Signal wires on met1:
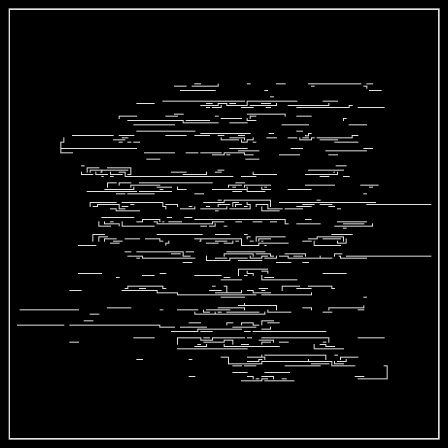
M2 wires:
The bar under the picture is 20 um long. Cells faint in the background.
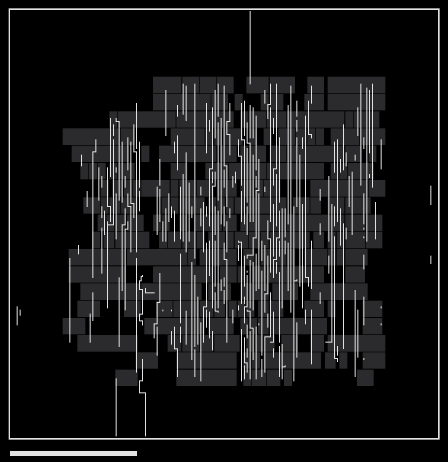
The metal 3 layer:
The bar under the picture is 20 um long.
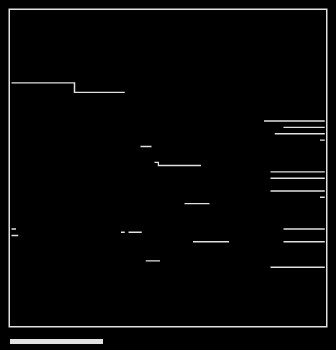
===== src/rtl/keypad_pkg.sv =====
// Shared types and constants for the 4x4 keypad scanner.
// Optional overrun flag is enabled by defining KEYPAD_OVERRUN_EN.
package keypad_pkg;

  localparam int unsigned N_ROWS = 4;
  localparam int unsigned N_COLS = 4;
  localparam int unsigned KEY_W  = 4;

  typedef enum logic [1:0] {
    StScan,
    StDebounce,
    StHeld,
    StRelease
  } state_e;

  // Index of the lowest active-low row; returns 0 when no row is low.
  function automatic logic [1:0] lowest_low(input logic [N_ROWS-1:0] rows_n);
    logic [1:0] idx;
    idx = 2'd0;
    for (int i = N_ROWS - 1; i >= 0; i--) begin
      if (!rows_n[i]) idx = 2'(i);
    end
    return idx;
  endfunction

endpackage


===== src/rtl/sync2.sv =====
// Two-flop synchronizer for asynchronous multi-bit level inputs.
// Each bit is synchronized independently; reset value is configurable.
module sync2 #(
  parameter int unsigned       Width    = 4,
  parameter logic [Width-1:0] ResetVal = '1
) (
  input  logic             clk,
  input  logic             clr,
  input  logic [Width-1:0] d_i,
  output logic [Width-1:0] q_o
);

  logic [Width-1:0] meta_q;
  logic [Width-1:0] sync_q;

  always_ff @(posedge clk or negedge clr) begin
    if (!clr) begin
      meta_q <= ResetVal;
      sync_q <= ResetVal;
    end else begin
      meta_q <= d_i;
      sync_q <= meta_q;
    end
  end

  assign q_o = sync_q;

endmodule


===== src/rtl/keypad_scan.sv =====
// 4x4 matrix keypad scanner with tick-gated debounce and one-key-per-press reporting.
// Define KEYPAD_OVERRUN_EN to add the overrun output for presses dropped while a key is pending.
module keypad_scan
  import keypad_pkg::*;
#(
  parameter int unsigned DEB_TICKS = 4
) (
  input  logic                  clk,
  input  logic                  clr,
  input  logic                  tick,
  input  logic [N_ROWS-1:0]     row_n,
  output logic [N_COLS-1:0]     col_n,
  output logic [KEY_W-1:0]      key_code,
  output logic                  key_valid,
`ifdef KEYPAD_OVERRUN_EN
  output logic                  overrun,
`endif
  input  logic                  key_ack
);

  localparam logic [3:0] DebMax = 4'(DEB_TICKS);

  logic [N_ROWS-1:0] row_s;

  state_e           state_q, state_d;
  logic [1:0]       col_q, col_d;
  logic [1:0]       row_q, row_d;
  logic [3:0]       cnt_q, cnt_d;
  logic [3:0]       cnt_inc;
  logic [KEY_W-1:0] code_q, code_d;
  logic             valid_q, valid_d;
  logic             accept;

  sync2 #(
    .Width   (N_ROWS),
    .ResetVal('1)
  ) u_sync2 (
    .clk(clk),
    .clr(clr),
    .d_i(row_n),
    .q_o(row_s)
  );

  assign cnt_inc = cnt_q + 4'd1;

  always_ff @(posedge clk or negedge clr) begin
    if (!clr) begin
      state_q <= StScan;
      col_q   <= 2'd0;
      row_q   <= 2'd0;
      cnt_q   <= 4'd0;
      code_q  <= '0;
      valid_q <= 1'b0;
    end else begin
      state_q <= state_d;
      col_q   <= col_d;
      row_q   <= row_d;
      cnt_q   <= cnt_d;
      code_q  <= code_d;
      valid_q <= valid_d;
    end
  end

  always_comb begin
    state_d = state_q;
    col_d   = col_q;
    row_d   = row_q;
    cnt_d   = cnt_q;
    code_d  = code_q;
    valid_d = valid_q;
    accept  = 1'b0;

    if (key_ack && valid_q) valid_d = 1'b0;

    case (state_q)
      StScan: begin
        if (tick) begin
          if (row_s != '1) begin
            // Column freezes on the one that exposed the press.
            row_d   = lowest_low(row_s);
            cnt_d   = 4'd0;
            state_d = StDebounce;
          end else begin
            col_d = col_q + 2'd1;
          end
        end
      end
      StDebounce: begin
        if (tick) begin
          if (!row_s[row_q] && (lowest_low(row_s) == row_q)) begin
            if (cnt_inc == DebMax) begin
              accept  = 1'b1;
              cnt_d   = 4'd0;
              state_d = StHeld;
            end else begin
              cnt_d = cnt_inc;
            end
          end else begin
            cnt_d   = 4'd0;
            state_d = StScan;
          end
        end
      end
      StHeld: begin
        if (tick) begin
          if (row_s == '1) begin
            if (cnt_inc == DebMax) begin
              cnt_d   = 4'd0;
              state_d = StRelease;
            end else begin
              cnt_d = cnt_inc;
            end
          end else begin
            cnt_d = 4'd0;
          end
        end
      end
      StRelease: begin
        col_d   = col_q + 2'd1;
        cnt_d   = 4'd0;
        state_d = StScan;
      end
      default: begin
        state_d = StScan;
      end
    endcase

    // A pending key wins over a new press unless it is acknowledged this very cycle.
    if (accept && !(valid_q && !key_ack)) begin
      code_d  = {row_q, col_q};
      valid_d = 1'b1;
    end
  end

`ifdef KEYPAD_OVERRUN_EN
  logic overrun_q, overrun_d;
  logic drop;

  assign drop = accept & valid_q & ~key_ack;

  always_comb begin
    overrun_d = overrun_q;
    if (key_ack) overrun_d = 1'b0;
    if (drop)    overrun_d = 1'b1;
  end

  always_ff @(posedge clk or negedge clr) begin
    if (!clr) overrun_q <= 1'b0;
    else      overrun_q <= overrun_d;
  end

  assign overrun = overrun_q;
`endif

  assign col_n     = ~(4'b0001 << col_q);
  assign key_code  = code_q;
  assign key_valid = valid_q;

endmodule


===== config.mk =====
export PLATFORM = sky130hd
export DESIGN_NAME = keypad_scan
export DESIGN_NICKNAME = d
export VERILOG_FILES = /design/src/rtl/keypad_pkg.sv /design/src/rtl/sync2.sv /design/src/rtl/keypad_scan.sv
export SDC_FILE = /design/constraint.sdc
export NUM_CORES = 1
export LEC_CHECK = 0
export ABC_AREA = 1
export CAP_MARGIN = 20
export CORE_MARGIN = 8
export CORE_UTILIZATION = 48
export CTS_CLUSTER_DIAMETER = 200
export DETAILED_ROUTE_END_ITERATION = 12
export PLACE_DENSITY_LB_ADDON = 0.25
export SYNTH_ARGS = -nofsm -noshare
export SYNTH_HDL_FRONTEND = slang
export SYNTH_SLANG_ARGS = --single-unit

===== constraint.sdc =====
create_clock -name clk -period 1.5 [get_ports clk]
set_clock_uncertainty 0.15 [all_clocks]
set_input_delay 0.15 -clock clk [delete_from_list [all_inputs] [get_ports clk]]
set_output_delay 0.15 -clock clk [all_outputs]
set_load 0.02 [all_outputs]

==> impl_metrics.tcl <==
# place-and-route summary
set metrics [dict create \
    fp_nets 167 \
    ctsHoldBuffers 0 \
    finalCritPeriodShare 1.140 \
    gp_congestion 0.8774 \
    crit_path_top_delay_cell "dfrtp_1" \
    syn_area_per_cell_sq_um 8.640 \
    final_antenna_net_count 0 \
    drt-wirelength-per-cell_um 13.55 \
    rows 18 \
    hold_violations 0 \
    postLayoutCoreUtil 0.7482 \
    drt_iter0_drc 36 \
    logic_family "simple AND/OR/NAND/NOR gates" \
    fin_ws_ns -0.2104 \
    drive_above_1_share 0.4694 \
    crit_chain "inv_1 > ha_4 > inv_1 > a21oi_4 > nand3_4 > nor2_4 > nand3_4 > nand2_1 > o21ai_2" \
    area_growth_pct 46.28 \
    vias_per_cell 4.934 \
    worst_setup_path_end_kind "flop" \
    drv_slew 0 \
    htree_levels 1 \
    edf_count 0 \
    drt_pass1_iterations 4 \
    max_clock_freq_mhz 584.6 \
    diodes 0 \
    top_cell_area_share 0.2935 \
    dieWidth_um 67.62 \
    clock-root-buffer "clkbuf_4" \
    worstMarginPinSlew_ns 0.2947 \
    tns_ns -2.014 \
    period_needed_ns 1.710 \
    xor_area_frac 0.006849 \
    async_flop_share 1.000 \
    ys_types 22 \
    grt_pass1_wl_um 4698 \
    die_h_um 67.62 \
    worst-endpoint-required_ns 1.58 \
    violations "setup timing" \
    powerDensity_nw_per_um2 1289 \
    reg2reg_depth 9 \
    ys_ff 23 \
    cts_tree "yes" \
    yosys_most_used_dff "dfrtp_1" \
    crit_fanout 5 \
    slew_headroom 0.8035 \
    grt_max_degree 24 \
    reg2reg_to "key_code[2]" \
    cts_buffers 3 \
    die_area_sq_um 4572 \
    cp_slowest_stage_delay_ns 0.43 \
    arrival_ns 1.79 \
    warnings 37 \
    synth_area_leader_cell "dfrtp_1" \
    io_pins 17 \
    synthAoiAreaFrac 0.07926 \
    r2r_slack_ns -0.21 \
    ys_warn_count 0 \
    final-setup-viol-count 14 \
    hpwl_um 2083 \
    peakVddDrop_mv 1.311 \
    status "finished with violations" \
    dp_slack_ns -0.1907 \
    min_path_type "in -> async" \
    port_buffers 16 \
    most_common_cell "nand2_1" \
    worstSetupPathType "reg -> reg" \
    cap_violations 0 \
    grt_pass1_vias 1089 \
    ctsLongestPathBuffers 2 \
    grt_setup_unrepaired "yes" \
    adder_share 0.1076 \
    nets 216 \
    antenna_found_initial 0 \
    ys_seq_share 0.4579 \
    grt_remaining_overflow 0 \
    clkSinkCount 23 \
    path_clk_slew_ns 0.14 \
    syn-instance-count 148 \
    grt_usage 0.1343 \
    ys_area_sq_um 1279 \
    syn_area_sq_um 1279 \
    synth.yosys.num_cells 148 \
    start_kind "flop" \
]
About 'signal wires on met1':
The longest straight run is 17.0 um. 185 nets have wire on it. The layer holds 39% of the routed length. The layer carries 1200 um of wire.

About 'M2 wires':
The layer holds 54% of the routed length. The wires run mostly vertical.
Vias: 1115
M2 GR Usage: 0.2497
DRT Wirelength: 3062 um

About 'the metal 3 layer':
The longest straight run is 13.3 um. The layer holds 5.0% of the routed length. The layer carries 154 um of wire. The wires run mostly horizontal. 18 nets have wire on it.
grt met3 use: 0.02152

-- sequential cells by signal, indices dropped and copies added, names as in the netlist, named ones only --
register        count
col_q               2
state_q             1
u_sync2.q_o         4
u_sync2.meta_q      4
key_code            4
cnt_q               4
key_valid           1
row_q               2
-- what timing repair did --
item,CTS,global route
setup endpoints to repair,23,18
gates cloned,1,0
resized,33,35
pin swaps,2,9
setup buffers,4,4
-- where the power goes --
| part | total [uW] | internal [uW] | switching (uW) |
|---|---|---|---|
| Sequential | 800 | 710 | 89.9 |
| Clock | 307 | 102 | 205 |
| Combinational | 1310 | 610 | 695 |
-- layout by cell type (no fill, tap or decap) --
master and n:
inv_2 11, buf_4 26, nor2_2 2, inv_1 14, nand3_1 8, o21ai_2 4
a21oi_2 1, buf_6 5, ha_1 4, nand4_1 3, clkdlybuf4s50_1 7, clkinvlp_4 1
nand3b_1 1, nor2_1 4, nand3_4 2, a21oi_1 1, ha_2 2, nand3_2 2
xor2_1 1, o21ai_1 3, clkbuf_4 3, dfstp_2 8, nand2_2 11, nand2_1 34
dfrtp_1 15, clkinv_1 1, o21ai_0 3, nand2_4 1, o21ai_4 1, dlygate4sd2_1 5
ha_4 5, nor2_4 5, a21oi_4 2
-- cell families (layout without fill, tap and decap cells) --
family / Yosys count / in the layout
and+or+nand+nor: 72 / 73
buffers and inverters: 26 / 73
DFF: 23 / 23
AOI/OAI and AO/OA: 15 / 15
adders and majority gates: 11 / 11
xor gates and xnor gates: 1 / 1
-- worst max-delay path by stage --
stage / start / endpoint / slack, ns
after floorplan: cnt_q[0] / key_code[1] / -0.05
after global placement: col_q[0] / col_n[0] / -0.11
after detailed placement: u_sync2.q_o[3] / key_code[1] / -0.19
after CTS: u_sync2.q_o[3] / key_code[1] / -0.16
after global routing: flop / key_code[3] / -0.30
final: flop / key_code[2] / -0.21
-- routing by layer --
layer,vias up,share of wire,GRT usage
met3,4,0.050,0.02152
met4,0,0.016,0.05744
met1,527,0.39,0.1458
met5,-,0,0
li1,558,-,-
met2,26,0.54,0.2497
-- metrics by stage --
stage          std cells  power [uW]  instance area [sq um]  hold slack (ns)
2_1_floorplan        148        1349                   1290          -0.2956
3_5_place_dp         213        1790                   1630           0.1968
3_3_place_gp         213        1745                   1630           0.1956
6_report             226        2412                   1871          0.01729
5_1_grt              226        2561                   1871          0.03750
4_1_cts              222        2155                   1703          0.02073
-- worst register-to-register path, delay by kind of cell, from the launching register on --
family	cells	cell delay (ns)
fa+ha+maj	1	0.16
compound gates	2	0.20
buf+inv	2	0.21
simple gates	4	0.46
flops	1	0.43
-- area by class of cell --
type                    count  area (sq um)
clock buffers               3         22.52
flip-flops and latches     23         585.6
inverters                  26         97.59
repair buffers             43         365.4
clock inverters             1         7.507
multi-input cells         100         754.5
fillers                   165         629.4
well taps                  30         37.54
Power figures rest on the tool's default switching activity, not on a simulated workload.
